Fig. 1: run 1, met1 routing
The bar under the picture is 20 um long.
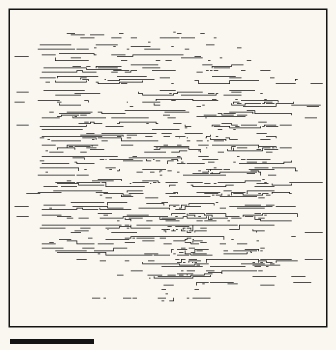
Fig. 2: run 1, M2 wires
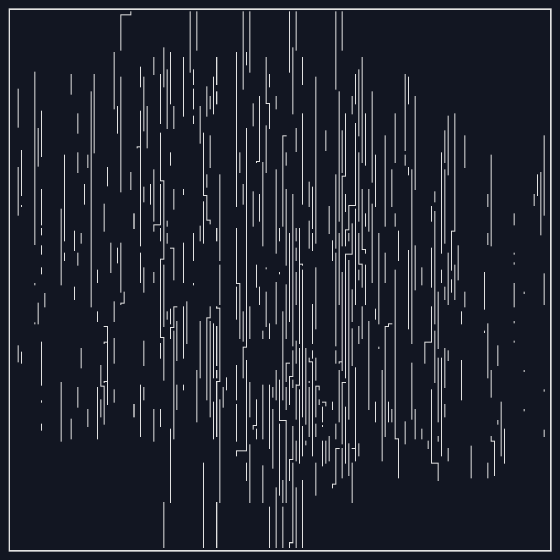
Fig. 3: run 1, the metal 3 layer
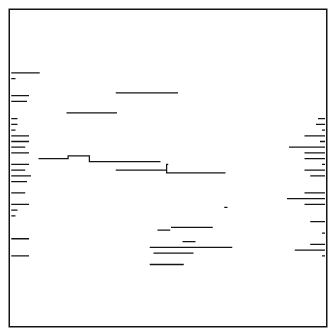
### src/rtl/nibble_serial_subtractor_pkg.sv
// Shared ALU definitions: slice width, FSM state encoding and the signed-overflow rule.
package alu_pkg;

  localparam int NIB_W = 4;

  typedef enum logic [1:0] {
    ST_IDLE = 2'd0,
    ST_RUN  = 2'd1,
    ST_DONE = 2'd2,
    ST_ILL  = 2'd3
  } state_t;

  // Overflow of a - b: operands differ in sign and the result sign departs from a.
  function automatic logic sub_ovf(input logic a_msb, input logic b_msb, input logic d_msb);
    return (a_msb ^ b_msb) & (d_msb ^ a_msb);
  endfunction

endpackage

### src/rtl/nibble_serial_subtractor_if.sv
// Operand (valid/ready) and result (valid/ready) channels of the serial subtractor.
interface nibble_serial_subtractor_if #(
  parameter int WIDTH = 16
);
  logic             in_valid;
  logic             in_ready;
  logic [WIDTH-1:0] a;
  logic [WIDTH-1:0] b;
  logic             bin;
  logic             out_valid;
  logic             out_ready;
  logic [WIDTH-1:0] diff;
  logic             bout;
  logic             ovf;
  logic             busy;

  modport master (
    output in_valid, a, b, bin, out_ready,
    input  in_ready, out_valid, diff, bout, ovf, busy
  );

  modport slave (
    input  in_valid, a, b, bin, out_ready,
    output in_ready, out_valid, diff, bout, ovf, busy
  );
endinterface

### src/rtl/nibble_serial_subtractor_fs4.sv
// 4-bit full subtractor: {Bout, Diff} = A - B - Bin.
module FullSubtractor4
  import alu_pkg::*;
(
  input  logic [NIB_W-1:0] A,
  input  logic [NIB_W-1:0] B,
  input  logic             Bin,
  output logic [NIB_W-1:0] Diff,
  output logic             Bout
);

  // Extra MSB goes high exactly when the difference is negative.
  logic [NIB_W:0] w_res;

  assign w_res = {1'b0, A} - {1'b0, B} - {{NIB_W{1'b0}}, Bin};
  assign Diff  = w_res[NIB_W-1:0];
  assign Bout  = w_res[NIB_W];

endmodule

### src/rtl/nibble_serial_subtractor.sv
// Multi-cycle WIDTH-bit subtractor: one 4-bit slice per cycle, LSB first, borrow chained by a flop.
module nibble_serial_subtractor
  import alu_pkg::*;
#(
  parameter int WIDTH = 16
) (
  input logic                       clk,
  input logic                       rst_n,
  nibble_serial_subtractor_if.slave bus
);

  localparam int NIBBLES = WIDTH / NIB_W;
  localparam int IDX_W   = $clog2(NIBBLES);

  state_t                         r_state;
  state_t                         w_state_nxt;
  logic [IDX_W-1:0]               r_idx;
  logic [NIBBLES-1:0][NIB_W-1:0]  r_a;
  logic [NIBBLES-1:0][NIB_W-1:0]  r_b;
  logic [NIBBLES-1:0][NIB_W-1:0]  r_diff;
  logic                           r_borrow;
  logic                           r_bout;
  logic                           r_ovf;
  logic                           r_out_valid;

  logic [NIB_W-1:0]               w_sa;
  logic [NIB_W-1:0]               w_sb;
  logic [NIB_W-1:0]               w_sd;
  logic                           w_sbout;
  logic                           w_last;
  logic                           w_accept;
  logic                           w_out_hs;

  assign w_last = (r_idx == IDX_W'(NIBBLES - 1));

  always_ff @(posedge clk or negedge rst_n) begin
    if (!rst_n) r_state <= ST_IDLE;
    else        r_state <= w_state_nxt;
  end

  always_comb begin
    w_state_nxt = r_state;
    w_accept    = 1'b0;
    w_out_hs    = 1'b0;
    case (r_state)
      ST_IDLE: if (bus.in_valid) begin
        w_accept    = 1'b1;
        w_state_nxt = ST_RUN;
      end
      ST_RUN:  if (w_last) w_state_nxt = ST_DONE;
      ST_DONE: if (bus.out_ready) begin
        w_out_hs    = 1'b1;
        w_state_nxt = ST_IDLE;
      end
      default: w_state_nxt = ST_IDLE;
    endcase
  end

  // Single slice datapath shared across all RUN cycles.
  assign w_sa = r_a[r_idx];
  assign w_sb = r_b[r_idx];

  FullSubtractor4 u_fs4 (
    .A    (w_sa),
    .B    (w_sb),
    .Bin  (r_borrow),
    .Diff (w_sd),
    .Bout (w_sbout)
  );

  always_ff @(posedge clk or negedge rst_n) begin
    if (!rst_n) begin
      r_idx       <= '0;
      r_a         <= '0;
      r_b         <= '0;
      r_diff      <= '0;
      r_borrow    <= 1'b0;
      r_bout      <= 1'b0;
      r_ovf       <= 1'b0;
      r_out_valid <= 1'b0;
    end else begin
      if (w_accept) begin
        r_a      <= bus.a;
        r_b      <= bus.b;
        r_borrow <= bus.bin;
        r_idx    <= '0;
      end
      if (r_state == ST_RUN) begin
        r_diff[r_idx] <= w_sd;
        r_borrow      <= w_sbout;
        // Hold idx on the last slice so it never wraps; IDLE reloads it.
        if (w_last) begin
          r_bout      <= w_sbout;
          r_ovf       <= sub_ovf(r_a[NIBBLES-1][NIB_W-1], r_b[NIBBLES-1][NIB_W-1], w_sd[NIB_W-1]);
          r_out_valid <= 1'b1;
        end else begin
          r_idx <= r_idx + 1'b1;
        end
      end
      if (w_out_hs) r_out_valid <= 1'b0;
    end
  end

  assign bus.in_ready  = (r_state == ST_IDLE);
  assign bus.busy      = (r_state != ST_IDLE);
  assign bus.out_valid = r_out_valid;
  assign bus.diff      = r_diff;
  assign bus.bout      = r_bout;
  assign bus.ovf       = r_ovf;

endmodule

### src/flat_wrapper.sv
// flat-port wrapper written by rule: the top's interface ports become plain ports
module nibble_serial_subtractor_flat import alu_pkg::*;
#(
  parameter int WIDTH = 16
)
  (clk, rst_n, bus_in_valid, bus_a, bus_b, bus_bin, bus_out_ready, bus_in_ready, bus_out_valid, bus_diff, bus_bout, bus_ovf, bus_busy);
  nibble_serial_subtractor_if #(.WIDTH(WIDTH)) bus_i ();
  input logic clk;
  input logic rst_n;
  input wire logic [$bits(bus_i.in_valid)-1:0] bus_in_valid;
  input wire logic [$bits(bus_i.a)-1:0] bus_a;
  input wire logic [$bits(bus_i.b)-1:0] bus_b;
  input wire logic [$bits(bus_i.bin)-1:0] bus_bin;
  input wire logic [$bits(bus_i.out_ready)-1:0] bus_out_ready;
  output wire logic [$bits(bus_i.in_ready)-1:0] bus_in_ready;
  output wire logic [$bits(bus_i.out_valid)-1:0] bus_out_valid;
  output wire logic [$bits(bus_i.diff)-1:0] bus_diff;
  output wire logic [$bits(bus_i.bout)-1:0] bus_bout;
  output wire logic [$bits(bus_i.ovf)-1:0] bus_ovf;
  output wire logic [$bits(bus_i.busy)-1:0] bus_busy;
  assign bus_i.in_valid = bus_in_valid;
  assign bus_i.a = bus_a;
  assign bus_i.b = bus_b;
  assign bus_i.bin = bus_bin;
  assign bus_i.out_ready = bus_out_ready;
  assign bus_in_ready = bus_i.in_ready;
  assign bus_out_valid = bus_i.out_valid;
  assign bus_diff = bus_i.diff;
  assign bus_bout = bus_i.bout;
  assign bus_ovf = bus_i.ovf;
  assign bus_busy = bus_i.busy;
  nibble_serial_subtractor #(.WIDTH(WIDTH)) u_core (.clk(clk), .rst_n(rst_n), .bus(bus_i));
endmodule
### config.mk
export PLATFORM = sky130hd
export DESIGN_NAME = nibble_serial_subtractor_flat
export DESIGN_NICKNAME = d
export VERILOG_FILES = /design/src/rtl/nibble_serial_subtractor_pkg.sv /design/src/rtl/nibble_serial_subtractor_if.sv /design/src/rtl/nibble_serial_subtractor_fs4.sv /design/src/rtl/nibble_serial_subtractor.sv /design/src/flat_wrapper.sv
export SDC_FILE = /design/constraint.sdc
export NUM_CORES = 1
export LEC_CHECK = 0
export CORE_MARGIN = 3
export CORE_UTILIZATION = 54
export DETAILED_ROUTE_END_ITERATION = 8
export PLACE_DENSITY = 0.91
export SYNTH_ARGS = -nofsm -noshare
export SYNTH_HDL_FRONTEND = slang
export SYNTH_SLANG_ARGS = --single-unit
export TNS_END_PERCENT = 20
### constraint.sdc
create_clock -name clk -period 8.4 [get_ports clk]
set_clock_uncertainty 0.2 [all_clocks]
set_input_delay 1.68 -clock clk [delete_from_list [all_inputs] [get_ports clk]]
set_output_delay 1.68 -clock clk [all_outputs]
set_load 0.02 [all_outputs]
==> flow_metrics.py, run 1 <==
# Metrics from the implementation run
metrics = {
    "synthesis": {
        "syn-num-nets": 246,
        "ys_sh_mux_pct": 22.8,
        "yosys.area.top_type": "dfrtp_1",
        "synth_top_area_share_pct": 54.3,
        "ys_sh_aoi_pct": 6.21,
        "synth_area_per_cell_um2": 13.0,
        "synthCells": 199,
        "ys_seq_share_pct": 54.3,
        "ys_sh_simple_pct": 6.35,
        "synthFlopType": "dfrtp_1",
        "synth-seq-cells": 56,
        "synth_area_um2": 2580,
        "ys_cells": 199,
        "yosys_area_um2": 2580,
        "most_common_cell": "dfrtp_1",
        "topCombFamilyByArea": "multiplexers",
        "yosysWarnings": 0,
        "synthAdderAreaFrac_pct": 5.43,
        "ys_async_sr_fraction_pct": 100,
        "edf_count": 0,
    },
    "worst_setup_path": {
        "reg2reg_depth": 8,
        "crit_path_start": "u_core.r_state[0]$_DFFE_PN0P_",
        "critPathKind": "reg -> out",
        "rr_startpoint": "u_core.r_idx[0]$_DFF_PN0_",
        "endpoint": "bus_in_ready",
        "worstReg2RegEnd": "u_core.bus.ovf$_DFFE_PN0P_",
        "start_kind": "flip-flop",
        "worstSetupEndpointType": "output port",
    },
    "layout": {
        "drive_gt1_share_pct": 17.4,
        "seq_area_share_pct": 42.8,
        "nClkBuffers": 7,
        "stdcell_area_um2": 3280,
        "nNonClkBuffers": 59,
        "buf_share_pct": 17.7,
        "clock_area_share_pct": 2.86,
        "diodes": 0,
        "seq_area_um2": 1400,
        "filler_cell_count": 301,
        "layout.nets": 304,
        "layout.cells.non_filler": 310,
        "comb_cells": 122,
        "sh_comb_area_pct": 33.2,
        "area_growth_pct": 27.0,
    },
    "timing": {
        "worst_hold_slack_ps": 284,
        "tns_ps": 0,
        "fmax_mhz": 275,
        "tightest_slew_ps": 680,
        "relSlewSlack_pct": 54.7,
        "fin_ws_ps": 4770,
        "fin_crit_ps": 3630,
        "fin_crit_sh_pct": 43.2,
        "hold_viol_final": 0,
        "setup_viol_count_final": 0,
        "slew_viol_final": 0,
    },
    "routing": {
        "first_pass_iters": 4,
        "via_per_inst": 5.50,
        "ant_nets": 0,
        "drtIter0Drc": 114,
        "post_drt_wl_per_cell_um": 15.1,
    },
    "die": {
        "initial_core_util_pct": 57.7,
        "core-area_um2": 4470,
        "tap_cells": 52,
        "fp.dieH_um": 75.1,
        "rows": 24,
        "ioPinCount": 58,
        "die_w_um": 75.1,
        "dieArea_um2": 5640,
    },
    "power": {
        "switching_share_pct": 40.2,
        "p_sw_mw": 0.582,
        "clockPowerShare_pct": 10.3,
        "intPower_mw": 0.866,
        "combPwrFrac_pct": 54.9,
        "p_leak_nw": 1.44,
    },
    "cts": {
        "cts_sinks": 56,
        "cts_max_level": 2,
        "ctsHoldBuffers": 0,
        "path_clk_slew_ps": 90,
        "cts-resized-gates": 0,
        "root_buffer": "clkbuf_8",
        "tritoncts": "yes",
        "insertion_delay_ps": 310,
    },
    "placed_design": {
        "placed_area_um2": 3180,
        "hpwl_um": 3520,
        "io_buffers": 57,
        "pre_cts_slack_ps": 4940,
    },
    "global_routing": {
        "grt_usage_pct": 18.3,
        "grt_pass1_vias": 1731,
        "grt_pass1_wl_um": 7710,
    },
    "outcome": {
        "outcome": "finished, final reports clean",
    },
    "hold_path": {
        "hp-start": "u_core.bus.diff[13]$_DFFE_PN0P_",
        "min_to": "u_core.bus.diff[13]$_DFFE_PN0P_",
    },
    "run": {
        "drv_cap": 0,
    },
}
About Fig. 1:
nets with wire on the layer	263
longest straight run	23.9 um
wire length on this layer	2,050 um
main direction	horizontal

About Fig. 2:
nets with wire on the layer	266
longest straight run	30.4 um

About Fig. 3:
longest straight run	19.3 um
main direction	horizontal
routed vias: 1,706
met3 usage: 5.47%
drt total wl: 4680 um

run 1: sequential cells by signal, indices dropped and copies added (netlist names):
signal	count
u_core.r_borrow	1
u_core.r_b	16
u_core.r_a	16
u_core.r_idx	2
u_core.bus.ovf	1
u_core.r_state	2
u_core.bus.out_valid	1
u_core.bus.diff	16
u_core.bus.bout	1
run 1: layout by cell type (no fill, tap or decap):
cell              n
or2_1             1
nor2b_1           1
mux4_2            1
and2_1            1
a21oi_1           5
inv_1            13
buf_2             1
clkbuf_8          6
buf_4             2
xnor2_1           1
clkbuf_1          1
a22o_1            2
mux2i_1           1
o31ai_1           1
xor2_1            1
nor3b_1           1
mux4_1            7
mux2_2           32
or4b_1            1
nand3_1           1
mux2_1            1
ha_1              8
clkdlybuf4s50_1  56
nand2_1          26
nor2_1            5
o22ai_1           1
clkinvlp_4        1
dfrtp_1          56
a21oi_2           1
o21ai_0          19
fa_1              2
xor2_2            1
nand2b_1          1
run 1: routing by layer:
| layer | wire [um] | part of all wire (%) | GRT usage [%] |
|---|---|---|---|
| met1 | 2050 | 44 | 23.1 |
| met2 | 2320 | 50 | 31.3 |
| met3 | 266 | 5.7 | 5.47 |
| met4 | 46 | 0.98 | 4.15 |
| met5 | 0 | 0 | 0 |
run 1: power groups by stage:
stage / clock (mW) / sequential (mW) / combinational (mW)
finish: 0.148 / 0.505 / 0.794
global route: 0.161 / 0.521 / 0.884
detailed placement: 0 / 0.512 / 0.801
CTS: 0.153 / 0.506 / 0.808
global placement: 0 / 0.503 / 0.773
floorplan: 0 / 0.516 / 0.544
run 1: cell families after synthesis:
family	after synthesis
muxes	42
AOI/OAI and AO/OA	29
and+or+nand+nor	38
xor gates and xnor gates	3
adders and majority gates	10
buffers and inverters	21
DFF	56
Fig. 4: run 1, wires at chosen ports, followed through buffers
The bar under the picture is 20 um long.
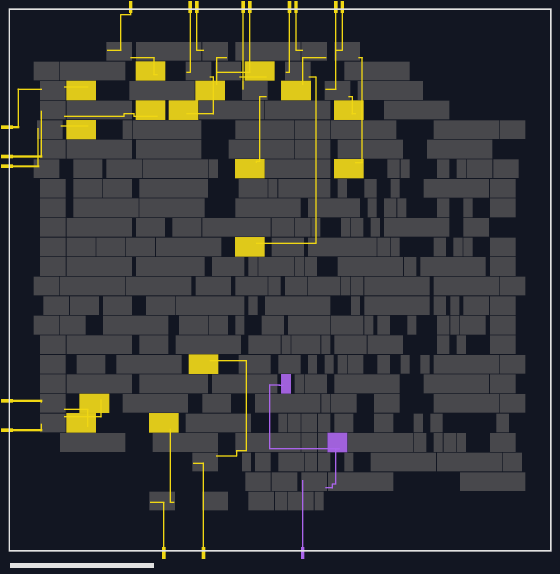

## Run 2: what changed since run 1
--- a/config.mk
+++ b/config.mk
@@ -6,9 +6,9 @@
 export NUM_CORES = 1
 export LEC_CHECK = 0
 export CORE_MARGIN = 3
-export CORE_UTILIZATION = 54
+export CORE_UTILIZATION = 45
 export DETAILED_ROUTE_END_ITERATION = 8
-export PLACE_DENSITY = 0.91
+export PLACE_DENSITY = 0.81
 export SYNTH_ARGS = -nofsm -noshare
 export SYNTH_HDL_FRONTEND = slang
 export SYNTH_SLANG_ARGS = --single-unit
==> constraint.sdc (replaced) <==
create_clock -name clk -period 3.2 [get_ports clk]
set_clock_uncertainty 0.2 [all_clocks]
set_input_delay 0.64 -clock clk [delete_from_list [all_inputs] [get_ports clk]]
set_output_delay 0.64 -clock clk [all_outputs]
set_load 0.02 [all_outputs]
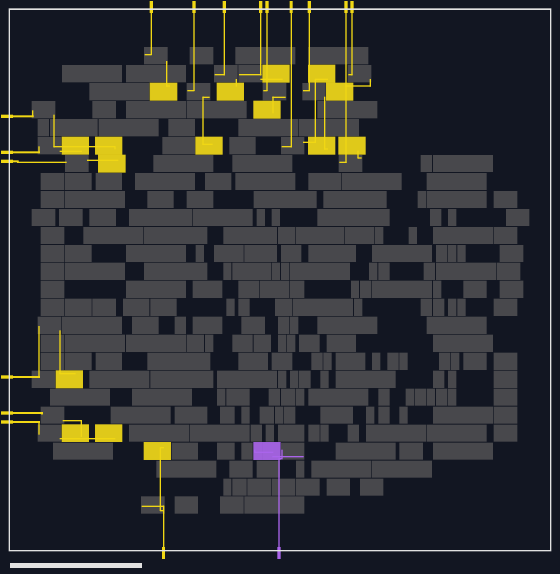
Fig. 5. Wires at chosen ports, followed through buffers (run 2).
The bar under the picture is 20 um long.
colour	port	direction	edge	end cells	buffers	wire
purple	bus_out_ready	input	bottom	2	1	22.9 um
yellow	bus_a	input	9 top, 6 left, 1 bottom	16	16	276 um

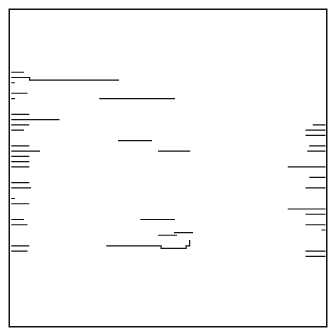
Fig. 6. The metal 3 layer (run 2).
wire length on this layer	261 um
main direction	horizontal
met3 usage: 4.17%
routed vias: 1,696
drt total wl: 4670 um

==> run 2 against run 1 <==
  * Synthesized cell count unchanged
  * Die area increased by 18%
  * Sequential share of layout area shrank 0.91 points
  * Core utilization down 10 points
  * Register-to-register slack worse by 4800 ps
  * Hold slack worse by 180 ps
  * Largest cell class unchanged
  * Non-clock buffer count increased by 3
  * Clock power grew to 3.1 times the previous value
  * Setup slack got worse by 4500 ps
  * Highest routed layer unchanged
  * Area after synthesis stayed put
  * Sequential cell count is the same
  * Total power went up to 2.8 times the previous value
==> flow_metrics.py, run 2 <==
# Metrics from the implementation run
metrics = {
    "layout": {
        "layout.nets": 307,
        "drive_gt1_share_pct": 18.4,
        "mostFrequentLayoutCells": "clkdlybuf4s50_1, dfrtp_1, mux2_2, nand2_1, o21ai_0",
        "diodes": 0,
        "stdcell_area_um2": 3350,
        "area_growth_pct": 29.7,
    },
    "timing": {
        "slew_viol_final": 0,
        "setup_viol_count_final": 0,
        "hold_viol_final": 0,
        "fmax_mhz": 343,
        "tightest_slew_ps": 389,
        "worst_hold_slack_ps": 106,
        "rsz0062_at_grt": "no",
        "fin_crit_ps": 2910,
        "fin_crit_sh_pct": 91.0,
        "relSlewSlack_pct": 74.0,
        "tns_ps": 0,
    },
    "synthesis": {
        "syn-num-nets": 246,
        "synth_area_um2": 2580,
        "synthFlopType": "dfrtp_1",
        "edf_count": 0,
        "yosys_area_um2": 2580,
        "ys_seq_share_pct": 54.3,
        "ys_async_sr_fraction_pct": 100,
        "yosys.area.top_type": "dfrtp_1",
        "synth-seq-cells": 56,
        "topCellsByArea": "dfrtp_1, mux2_2, mux4_1, ha_1, nand2_1",
        "yosysWarnings": 0,
        "ys_cells": 199,
        "synth_area_per_cell_um2": 13.0,
        "synth_top_area_share_pct": 54.3,
        "synth.distinct_cells": 30,
        "most_common_cell": "dfrtp_1",
        "synthCells": 199,
        "common_cells": "dfrtp_1, mux2_2, nand2_1, o21ai_0, inv_1",
    },
    "power": {
        "power_mw": 3.99,
        "p_per_area_nw_per_um2": 1190,
        "max-vdd-ir-drop_v": 0.000642,
        "p_leak_nw": 1.47,
    },
    "die": {
        "initial_core_util_pct": 48.4,
        "dieArea_um2": 6680,
        "ioPinCount": 58,
        "rows": 26,
        "fp.dieH_um": 81.7,
        "core-area_um2": 5340,
        "die_w_um": 81.7,
    },
    "routing": {
        "first_pass_iters": 4,
        "via_per_inst": 5.12,
        "drcViolationCount": 0,
        "drtIter0Drc": 72,
        "ant_nets": 0,
        "post_drt_wl_per_cell_um": 14.1,
    },
    "worst_setup_path": {
        "critPathKind": "reg -> reg",
        "cp.depth": 8,
        "worstReg2RegEnd": "u_core.bus.ovf$_DFFE_PN0P_",
        "cp_common_cell": "ha_1",
        "crit_path_start": "u_core.r_idx[0]$_DFF_PN0_",
        "rr_startpoint": "u_core.r_idx[0]$_DFF_PN0_",
        "start_kind": "flip-flop",
        "cp_data_required_time_ps": 3260,
        "endpoint": "u_core.bus.ovf$_DFFE_PN0P_",
        "crit_buf_inv": 2,
        "worstPathMaxFanout": 9,
        "crit_path_cell_trace": "buf_4 -> mux4_1 -> ha_1 -> inv_1 -> ha_1 -> xor2_2 -> or4b_1 -> nand3_1",
        "worstSetupEndpointType": "flip-flop",
        "critical_path_arrival_ps": 2970,
        "r2r_slack_ps": 290,
        "crit_family": "adder cells",
        "reg2reg_depth": 8,
        "crit_path_max_incr_delay_ps": 570,
        "crit_slowest_cell": "mux4_1",
    },
    "global_routing": {
        "antenna_found_initial": 0,
        "grt_pass1_wl_um": 7760,
        "grt_usage_pct": 15.5,
        "grt_overflow": 0,
        "grt_max_degree": 57,
        "grt_pass1_vias": 1610,
    },
    "cts": {
        "cts_buffer_depth": 2,
        "numCtsBuffers": 5,
        "cts_max_level": 2,
        "ctsHoldBuffers": 0,
        "cts_setup_buffers": 0,
        "tritoncts": "yes",
        "root_buffer": "clkbuf_8",
        "cts_sinks": 56,
        "cts-resized-gates": 0,
        "path_clk_slew_ps": 100,
        "insertion_delay_ps": 310,
    },
    "outcome": {
        "outcome": "finished, final reports clean",
    },
    "hold_path": {
        "min_path_type": "in -> async",
    },
    "run": {
        "warning_count": 29,
        "drv_cap": 0,
    },
    "placed_design": {
        "gp_congestion": 0.796,
        "placed_area_um2": 3240,
        "hpwl_um": 3600,
        "io_buffers": 57,
    },
}
==> run 2: cell counts after synthesis <==
No cell type changed its count.
==> run 2: routing by layer <==
layer,global-route usage [%],wire (um),up-vias
li1,-,-,814
met1,20.6,2040,829
met2,25.0,2340,49
met3,4.17,261,4
met4,4.49,38,0
met5,0,0,-
==> run 2: where the power goes <==
part / internal, mW / switching, mW / total (mW)
sequential: 1.07 / 0.228 / 1.30
combinational: 1.12 / 1.11 / 2.23
clock: 0.233 / 0.223 / 0.456
==> run 2: final cells by class <==
cell class	count	area (um^2)
Clock inverter	2	35.0
Inverter	13	48.8
Clock buffer	6	72.6
Tap cell	70	87.6
Sequential cell	56	1400
Multi-Input combinational cell	122	1090
Fill cell	437	1990
Timing Repair Buffer	62	616
==> run 2: logic make-up (layout without fill, tap and decap cells) <==
kind of cell / count (synthesis) / after routing / synth area share, %
multiplexers: 42 / 42 / 22.8
buffers and inverters: 21 / 83 / 3.59
flip-flops: 56 / 56 / 54.3
AND/OR/NAND/NOR: 38 / 38 / 6.35
XOR/XNOR: 3 / 3 / 1.31
adder cells (fa/ha/maj): 10 / 10 / 5.43
AND-OR/OR-AND: 29 / 29 / 6.21
==> run 2: per-stage QoR <==
stage	utilization, %	std cells	setup slack (ps)
6_report	62.7	331	287
3_3_place_gp	60.7	323	346
3_5_place_dp	60.7	323	273
5_1_grt	62.7	331	150
2_1_floorplan	-	199	269
4_1_cts	62.7	331	265
Fig. 7: run 2, met1 routing
The bar under the picture is 20 um long.
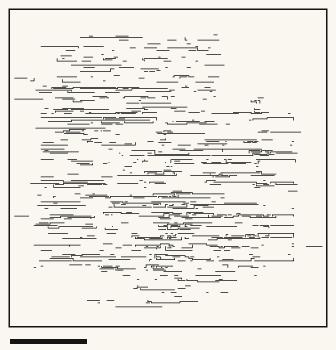

## Run 3: what changed since run 2
--- a/config.mk
+++ b/config.mk
@@ -6,9 +6,10 @@
 export NUM_CORES = 1
 export LEC_CHECK = 0
 export CORE_MARGIN = 3
-export CORE_UTILIZATION = 45
+export CORE_UTILIZATION = 50
+export CTS_CLUSTER_SIZE = 14
 export DETAILED_ROUTE_END_ITERATION = 8
-export PLACE_DENSITY = 0.81
+export PLACE_DENSITY = 0.85
 export SYNTH_ARGS = -nofsm -noshare
 export SYNTH_HDL_FRONTEND = slang
 export SYNTH_SLANG_ARGS = --single-unit
==> constraint.sdc (replaced) <==
create_clock -name clk -period 2.7 [get_ports clk]
set_clock_uncertainty 0.2 [all_clocks]
set_input_delay 0.54 -clock clk [delete_from_list [all_inputs] [get_ports clk]]
set_output_delay 0.54 -clock clk [all_outputs]
set_load 0.02 [all_outputs]
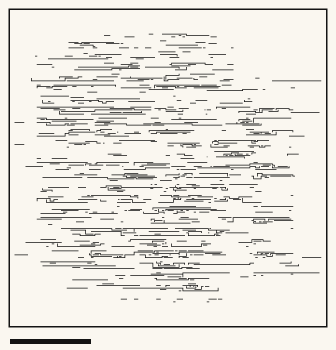
Fig. 8. Met1 routing (run 3).
The bar under the picture is 20 um long.
main direction	horizontal
longest straight run	18.9 um
wire length on this layer	2,220 um
routed vias: 1,777
met1 usage: 24.0%
drt total wl: 5280 um

==> run 3 against run 2 <==
  * The run now ends with negative setup slack left
  * Critical path type unchanged
  * Non-clock buffer count grew 12
  * Synthesized cell count did not move
  * Combinational power grew 55%
==> flow_metrics.py, run 3 <==
# Metrics from the implementation run
metrics = {
    "timing": {
        "rsz0062_at_grt": "yes",
        "fin_crit_sh_pct": 101,
        "fmax_mhz": 367,
        "worst_hold_slack_ps": 24.7,
        "setup_viol_count_final": 1,
        "tightest_slew_ps": 605,
        "hold_viol_final": 0,
        "slew_viol_final": 0,
        "fin_ws_ps": -28.1,
    },
    "power": {
        "power_clock_mw": 0.539,
        "top_power_group": "combinational logic",
        "p_per_area_nw_per_um2": 1580,
        "powerSeq_mw": 1.55,
        "comb_power_mw": 3.46,
        "seqPwrFrac_pct": 28.0,
        "max-vdd-ir-drop_v": 0.00105,
        "intPower_mw": 3.40,
    },
    "synthesis": {
        "most_common_cell": "dfrtp_1",
        "xor_area_share_pct": 1.31,
        "yosys_area_um2": 2580,
        "edf_count": 0,
        "synth.distinct_cells": 30,
        "topCellsByArea": "dfrtp_1, mux2_2, mux4_1, ha_1, nand2_1",
        "ys_seq_share_pct": 54.3,
        "synth-seq-cells": 56,
        "yosys.area.top_type": "dfrtp_1",
        "common_cells": "dfrtp_1, mux2_2, nand2_1, o21ai_0, inv_1",
        "ys_async_sr_fraction_pct": 100,
        "ys_sh_mux_pct": 22.8,
        "synthAdderAreaFrac_pct": 5.43,
        "syn-num-nets": 246,
    },
    "worst_setup_path": {
        "worstSetupEndpointType": "flip-flop",
        "crit_buf_inv": 1,
        "start_kind": "flip-flop",
        "cp_data_required_time_ps": 2750,
        "crit_slowest_cell": "mux4_2",
    },
    "routing": {
        "drtIter0Drc": 69,
        "via_per_inst": 5.23,
        "post_drt_wl_per_cell_um": 15.5,
        "first_pass_iters": 4,
    },
    "global_routing": {
        "grt_max_degree": 33,
        "grt_pass1_vias": 1797,
        "grt_pass1_wl_um": 8710,
        "grt_usage_pct": 18.3,
    },
    "cts": {
        "path_clk_slew_ps": 100,
        "cts_sinks": 56,
        "cts_buffer_depth": 2,
        "insertion_delay_ps": 320,
        "numCtsBuffers": 5,
        "ctsHoldBuffers": 0,
    },
    "placed_design": {
        "placed_area_um2": 3300,
        "io_buffers": 57,
        "gp_congestion": 0.849,
    },
    "layout": {
        "sh_comb_area_pct": 32.4,
        "drive_gt1_share_pct": 27.8,
        "layout.nets": 319,
        "clock_area_share_pct": 3.17,
        "seq_cells": 56,
        "nNonClkBuffers": 74,
        "seq_area_um2": 1400,
        "comb_cells": 122,
        "buf_share_pct": 20.7,
        "area_growth_pct": 36.3,
        "diodes": 0,
        "seq_area_share_pct": 39.9,
        "fin_util_pct": 72.5,
        "nClkBuffers": 5,
    },
    "outcome": {
        "violations": "negative setup slack",
        "outcome": "finished, violations left",
    },
    "die": {
        "dieArea_um2": 6060,
        "core-area_um2": 4850,
        "fp.dieH_um": 77.8,
        "ioPinCount": 58,
    },
}
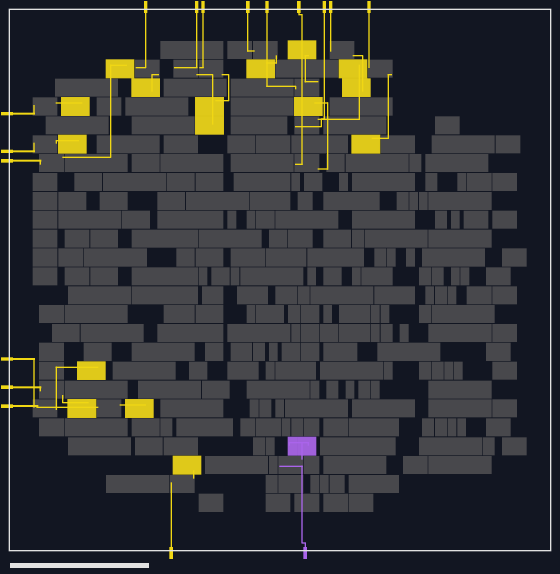
Fig. 9. Wires at chosen ports, followed through buffers (run 3).
The bar under the picture is 20 um long.
colour	port	direction	edge	end cells	buffers	wire
purple	bus_out_ready	input	bottom	2	1	21.2 um
yellow	bus_a	input	9 top, 6 left, 1 bottom	16	16	282 um

## run 3: cell counts after synthesis
No cell type changed its count.
## run 3: per-layer routing
metal / vias to the layer above / global-route usage [%] / wire length [um]
met2: 66 / 29.9 / 2680
met3: 9 / 4.52 / 312
met4: 0 / 6.05 / 70
met1: 867 / 24.0 / 2220
met5: - / 0 / 0
li1: 835 / - / -
## run 3: cells by family after synthesis
kind of cell	after synthesis
fa+ha+maj	10
simple gates	38
mux	42
buf+inv	21
compound gates	29
xor+xnor	3
flops	56
## run 3: what timing repair did
action	in CTS	in global routing
buffers inserted	3	1
pin swaps	7	6
endpoints found under the setup margin	7	11
gates resized	9	8
gates cloned	0	0
## run 3: stage by stage
step / TNS (ps) / total power [mW]
after global routing: -324 / 5.93
after floorplan: -92.1 / 3.31
final: -28.1 / 5.55
after CTS: -32.1 / 5.25
after detailed placement: -642 / 4.39
after global placement: -256 / 4.27
## run 3: path summary, 6_finish.rpt
check | startpoint | end | slack (ps) | depth (start not counted)
max | u_core.r_idx[0]$_DFF_PN0_ | u_core.bus.ovf$_DFFE_PN0P_ | -30 | 9
min | rst_n | u_core.r_a[13]$_DFFE_PN0P_ | 20 | 1
max reg2reg | u_core.r_idx[0]$_DFF_PN0_ | u_core.bus.ovf$_DFFE_PN0P_ | -30 | 9
min reg2reg | u_core.bus.diff[4]$_DFFE_PN0P_ | u_core.bus.diff[4]$_DFFE_PN0P_ | 280 | 2
max in group asynchronous | rst_n | u_core.r_idx[0]$_DFF_PN0_ | 1700 | 2
min in group clk | u_core.bus.diff[4]$_DFFE_PN0P_ | u_core.bus.diff[4]$_DFFE_PN0P_ | 280 | 2
Power figures rest on the tool's default switching activity, not on a simulated workload.
